### src/rtl/rc_pkg.sv
// rc_pkg: state encoding, default sizes and index type shared by the scanner and the distance calculator
package rc_pkg;
  localparam int RC_WORD_WIDTH = 8;
  localparam int RC_MAX_W_SIZE = 128;
  typedef enum logic [2:0] {RC_IDLE, RC_LOAD, RC_SCAN, RC_EMIT, RC_DONE} rc_state_e;
  typedef logic [RC_WORD_WIDTH-1:0] rc_idx_t;
endpackage

### src/rtl/rc_weight_buffer.sv
// rc_weight_buffer: weight row storage, one write port and two combinational read ports, storage not reset
module rc_weight_buffer #(
  parameter int WORD_WIDTH = 8,
  parameter int MAX_W_SIZE = 128,
  parameter int AW = 7
) (
  input  logic                  clk,
  input  logic                  i_we,
  input  logic [AW-1:0]         i_waddr,
  input  logic [WORD_WIDTH-1:0] i_wdata,
  input  logic [AW-1:0]         i_raddr_i,
  input  logic [AW-1:0]         i_raddr_j,
  output logic [WORD_WIDTH-1:0] o_rdata_i,
  output logic [WORD_WIDTH-1:0] o_rdata_j
);
  logic [WORD_WIDTH-1:0] r_mem [MAX_W_SIZE];
  always_ff @(posedge clk)
    if (i_we) r_mem[i_waddr] <= i_wdata;
  assign o_rdata_i = r_mem[i_raddr_i];
  assign o_rdata_j = r_mem[i_raddr_j];
endmodule

### src/rtl/redundancy_pair_scanner.sv
// redundancy_pair_scanner: buffers a weight row and emits (i, nearest later duplicate j) pairs.
// Optional build macro SKIP_ZERO_EN: zero-valued weights never form a pair.
module redundancy_pair_scanner
  import rc_pkg::*;
#(
  parameter int WORD_WIDTH = RC_WORD_WIDTH,
  parameter int MAX_W_SIZE = RC_MAX_W_SIZE
) (
  input  logic                  clk,
  input  logic                  reset_n,
  input  logic                  start,
  input  logic [WORD_WIDTH-1:0] len,
  input  logic                  w_valid,
  output logic                  w_ready,
  input  logic [WORD_WIDTH-1:0] w_data,
  output logic                  pair_valid,
  input  logic                  pair_ready,
  output logic [WORD_WIDTH-1:0] idx1,
  output logic [WORD_WIDTH-1:0] idx2,
  output logic                  busy,
  output logic                  done,
  output logic [WORD_WIDTH-1:0] pair_count
);
  localparam int AW = (MAX_W_SIZE > 1) ? $clog2(MAX_W_SIZE) : 1;
  rc_state_e r_state;
  logic [WORD_WIDTH-1:0] r_len, r_wr_ptr, r_i, r_j;
  logic [WORD_WIDTH-1:0] w_len_clamp, w_wi, w_wj;
  logic w_match, w_skip, w_last_i, w_j_end;
  rc_weight_buffer #(.WORD_WIDTH(WORD_WIDTH), .MAX_W_SIZE(MAX_W_SIZE), .AW(AW)) u_buf (
    .clk       (clk),
    .i_we      (w_ready & w_valid),
    .i_waddr   (r_wr_ptr[AW-1:0]),
    .i_wdata   (w_data),
    .i_raddr_i (r_i[AW-1:0]),
    .i_raddr_j (r_j[AW-1:0]),
    .o_rdata_i (w_wi),
    .o_rdata_j (w_wj)
  );
  assign w_len_clamp = (int'(len) > MAX_W_SIZE) ? WORD_WIDTH'(MAX_W_SIZE) : len;
`ifdef SKIP_ZERO_EN
  assign w_skip  = (w_wi == '0);
  assign w_match = (w_wi == w_wj) && (w_wj != '0);
`else
  assign w_skip  = 1'b0;
  assign w_match = (w_wi == w_wj);
`endif
  // row scan ends once i reaches the second-to-last index
  assign w_last_i = (r_i + 1'b1) >= (r_len - 1'b1);
  assign w_j_end  = (r_j == r_len - 1'b1);
  always_ff @(posedge clk or negedge reset_n) begin
    if (!reset_n) begin
      r_state    <= RC_IDLE;
      r_len      <= '0;
      r_wr_ptr   <= '0;
      r_i        <= '0;
      r_j        <= '0;
      w_ready    <= 1'b0;
      pair_valid <= 1'b0;
      busy       <= 1'b0;
      done       <= 1'b0;
      idx1       <= '0;
      idx2       <= '0;
      pair_count <= '0;
    end else begin
      case (r_state)
        RC_IDLE: if (start) begin
          r_len      <= w_len_clamp;
          r_wr_ptr   <= '0;
          pair_count <= '0;
          busy       <= 1'b1;
          if (w_len_clamp < WORD_WIDTH'(2)) begin
            r_state <= RC_DONE;
            done    <= 1'b1;
          end else begin
            r_state <= RC_LOAD;
            w_ready <= 1'b1;
          end
        end
        RC_LOAD: if (w_valid) begin
          r_wr_ptr <= r_wr_ptr + 1'b1;
          if (r_wr_ptr == r_len - 1'b1) begin
            r_state <= RC_SCAN;
            w_ready <= 1'b0;
            r_i     <= '0;
            r_j     <= WORD_WIDTH'(1);
          end
        end
        RC_SCAN: begin
          if (w_match && !w_skip) begin
            r_state    <= RC_EMIT;
            pair_valid <= 1'b1;
            idx1       <= r_i;
            idx2       <= r_j;
          end else if (!w_skip && !w_j_end) begin
            r_j <= r_j + 1'b1;
          end else if (w_last_i) begin
            r_state <= RC_DONE;
            done    <= 1'b1;
          end else begin
            r_i <= r_i + 1'b1;
            r_j <= r_i + 2'd2;
          end
        end
        RC_EMIT: if (pair_ready) begin
          pair_valid <= 1'b0;
          if (pair_count != '1) pair_count <= pair_count + 1'b1;
          if (w_last_i) begin
            r_state <= RC_DONE;
            done    <= 1'b1;
          end else begin
            r_state <= RC_SCAN;
            r_i     <= r_i + 1'b1;
            r_j     <= r_i + 2'd2;
          end
        end
        RC_DONE: begin
          r_state <= RC_IDLE;
          done    <= 1'b0;
          busy    <= 1'b0;
        end
        default: r_state <= RC_IDLE;
      endcase
    end
  end
endmodule

### config.mk
export PLATFORM = sky130hd
export DESIGN_NAME = redundancy_pair_scanner
export DESIGN_NICKNAME = d
export VERILOG_FILES = /design/src/rtl/rc_pkg.sv /design/src/rtl/rc_weight_buffer.sv /design/src/rtl/redundancy_pair_scanner.sv
export SDC_FILE = /design/constraint.sdc
export NUM_CORES = 2
export LEC_CHECK = 0
export CAP_MARGIN = 0
export CORE_ASPECT_RATIO = 0.6
export CORE_UTILIZATION = 40
export DETAILED_ROUTE_END_ITERATION = 10
export GPL_TIMING_DRIVEN = 0
export SETUP_SLACK_MARGIN = 0.3
export SYNTH_ARGS = -nofsm -noshare
export SYNTH_HDL_FRONTEND = slang
export SYNTH_SLANG_ARGS = --single-unit
### constraint.sdc
create_clock -name clk -period 4.4 [get_ports clk]
set_clock_uncertainty 0.15 [all_clocks]
set_input_delay 1.32 -clock clk [delete_from_list [all_inputs] [get_ports clk]]
set_output_delay 1.32 -clock clk [all_outputs]
set_load 0.05 [all_outputs]
==> run_summary.xml <==
<?xml version="1.0" encoding="UTF-8"?>
<metrics>
  <group name="pwr">
    <metric name="seq-power" unit="W">0.0117</metric>
    <metric name="sw_pwr" unit="W">0.0184</metric>
    <metric name="vdd_ir_drop_max" unit="uV">359</metric>
    <metric name="powerDensity" unit="nW/um^2">678</metric>
    <metric name="pleak" unit="nW">21.1</metric>
    <metric name="proportion_of_power_drawn_by_combinational_gates" unit="%">50.3</metric>
  </group>
  <group name="logic_synthesis">
    <metric name="yosys.stat.seqShare" unit="%">62.1</metric>
    <metric name="synthesis_stage_register_bit_count" unit="">1087</metric>
    <metric name="synth_dominant_cell_count" unit="">sky130_fd_sc_hd__edfxtp_1</metric>
    <metric name="asyncSetResetFlopFracSynth" unit="%">5.80</metric>
    <metric name="yosysUniqueCellTypes" unit="">75</metric>
    <metric name="syn_avg_cell_area" unit="sq um">17.2</metric>
    <metric name="synthMuxAreaShare" unit="%">24.3</metric>
    <metric name="synthDominantAreaCellType" unit="">sky130_fd_sc_hd__edfxtp_1</metric>
    <metric name="synth.top_cell.area_share" unit="%">59.0</metric>
  </group>
  <group name="layout">
    <metric name="insertedDiodeCount" unit="">17</metric>
    <metric name="nMultiInputCombCells" unit="">1707</metric>
    <metric name="largest_contributor_to_cell_area_by_class" unit="">registers</metric>
    <metric name="max_flop_register" unit="">u_buf.r_mem</metric>
    <metric name="net_count_final" unit="">3481</metric>
    <metric name="max_ffs_per_register" unit="">1024</metric>
    <metric name="final_instance_area" unit="sq um">64700</metric>
    <metric name="layoutNonFillerInstCount" unit="">5271</metric>
  </group>
  <group name="grt">
    <metric name="number_of_antenna_violations_at_the_first_check_in_global_routing" unit="">21</metric>
    <metric name="maximum_number_of_pins_on_one_net_before_global_route_repair" unit="">93</metric>
  </group>
  <group name="sta">
    <metric name="report.final.slew_viol_count" unit="">66</metric>
    <metric name="layout_setup_ws" unit="ns">-0.743</metric>
    <metric name="setup_violations" unit="">69</metric>
    <metric name="holdWs" unit="ns">0.346</metric>
  </group>
  <group name="floorplan">
    <metric name="design.portCount" unit="">49</metric>
  </group>
  <group name="place">
    <metric name="place_ws" unit="ns">-3.62</metric>
    <metric name="dp.final_hpwl" unit="um">195000</metric>
  </group>
  <group name="clocking">
    <metric name="total_cts_buffers" unit="">106</metric>
    <metric name="postCtsSetupRepairBufs" unit="">133</metric>
    <metric name="cts-hold-fix-buffers" unit="">0</metric>
  </group>
  <group name="outcome">
    <metric name="failing_checks" unit="">max-capacitance violations, max-slew violations, negative setup slack</metric>
    <metric name="outcome" unit="">finished, violations left</metric>
  </group>
  <group name="run">
    <metric name="number_of_max_capacitance_violations_reported" unit="">7</metric>
  </group>
  <group name="setup_path">
    <metric name="critical_path.reg2reg.startpoint" unit="">r_j[2]</metric>
  </group>
  <group name="hold_path">
    <metric name="worstHoldStart" unit="">idx1[4]</metric>
    <metric name="min_to" unit="">idx1[4]</metric>
  </group>
  <group name="detailed_routing">
    <metric name="drcViolationCount" unit="">0</metric>
  </group>
</metrics>
==> critical path, cell delays in order (launching register included) <==
cell and delay, ns:
sky130_fd_sc_hd__dfrtp_1 0.52, sky130_fd_sc_hd__buf_2 0.32, sky130_fd_sc_hd__buf_8 0.33, sky130_fd_sc_hd__buf_12 0.27, sky130_fd_sc_hd__clkbuf_8 0.39, sky130_fd_sc_hd__mux2i_1 0.16
sky130_fd_sc_hd__o21ai_0 0.33, sky130_fd_sc_hd__nand2_1 0.29, sky130_fd_sc_hd__nor4_2 0.36, sky130_fd_sc_hd__xor2_1 0.35, sky130_fd_sc_hd__nand3_1 0.19, sky130_fd_sc_hd__or4_4 0.62
sky130_fd_sc_hd__buf_8 0.18, sky130_fd_sc_hd__buf_8 0.14, sky130_fd_sc_hd__mux2_4 0.28
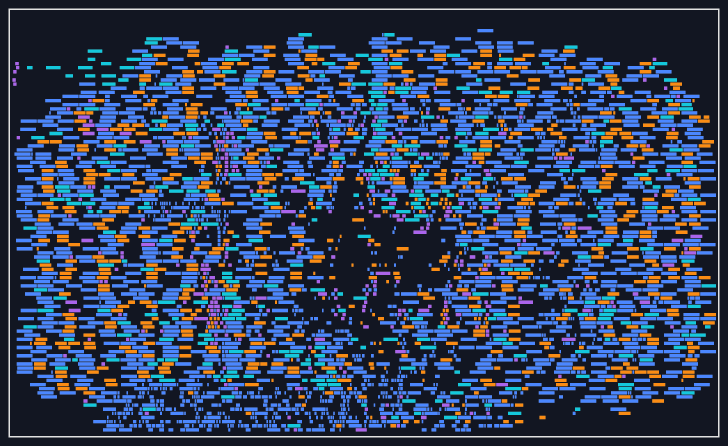
(images/sizes.png)
- blue: _0 and _1 cells (cells 2,186)
- purple: _3 and _4 cells (cells 317)
- orange: _2 cells (cells 697)
- cyan: _6 and larger (cells 338)
area overhead of the layout relative to synthesis: 24.2%
non-clock buffer count in the final layout: 526
worst setup slack after layout: -0.743 ns

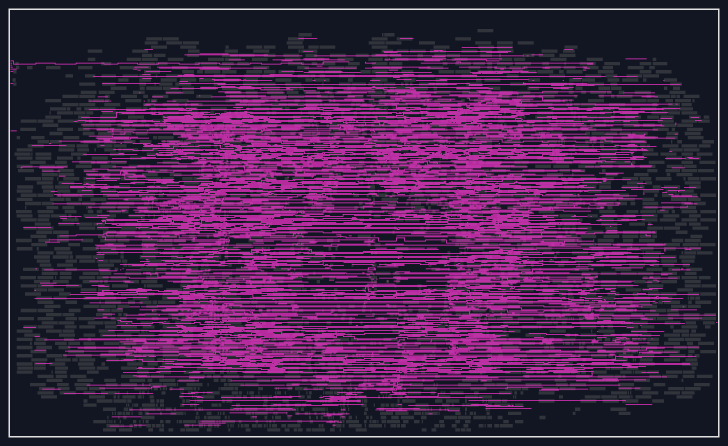
(images/layer_met3.png)
Cells faint in the background.
- wire length on this layer: 57.9 mm
- main direction: horizontal
- nets with wire on the layer: 972
- longest straight run: 350 um
final wirelength: 282,000 um
global routing met3 resource utilization: 29.5%

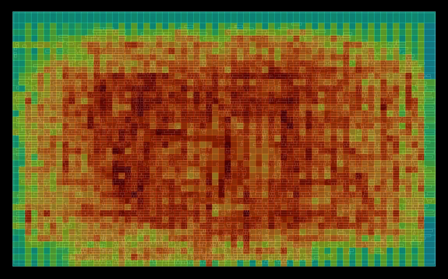
(images/congestion.png)
met1 demand-to-capacity share in global routing: 57.9%
final cell utilization of the core: 50.1%
Routed WL per cell: 53.5 um
Top Usage Layer GRT: met1
grt met2 use: 50.1%

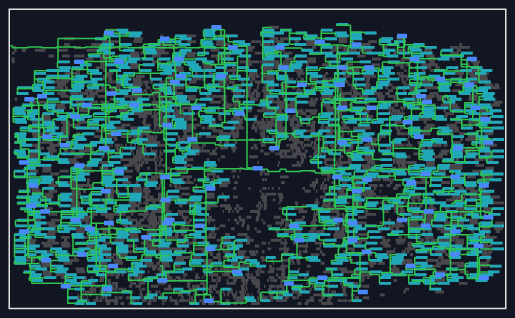
(images/clk_routes.png)
- cyan: flip-flops (count 1,087)
- green: clock wires (length 14,700 um)
- blue: clock drivers (count 106)
- flops lie: spread over the die
worst-skew pair later-pin latency: 0.78 ns
power dissipated in the clock network: 0.0101 W

Power and IR drop assume default switching activity.
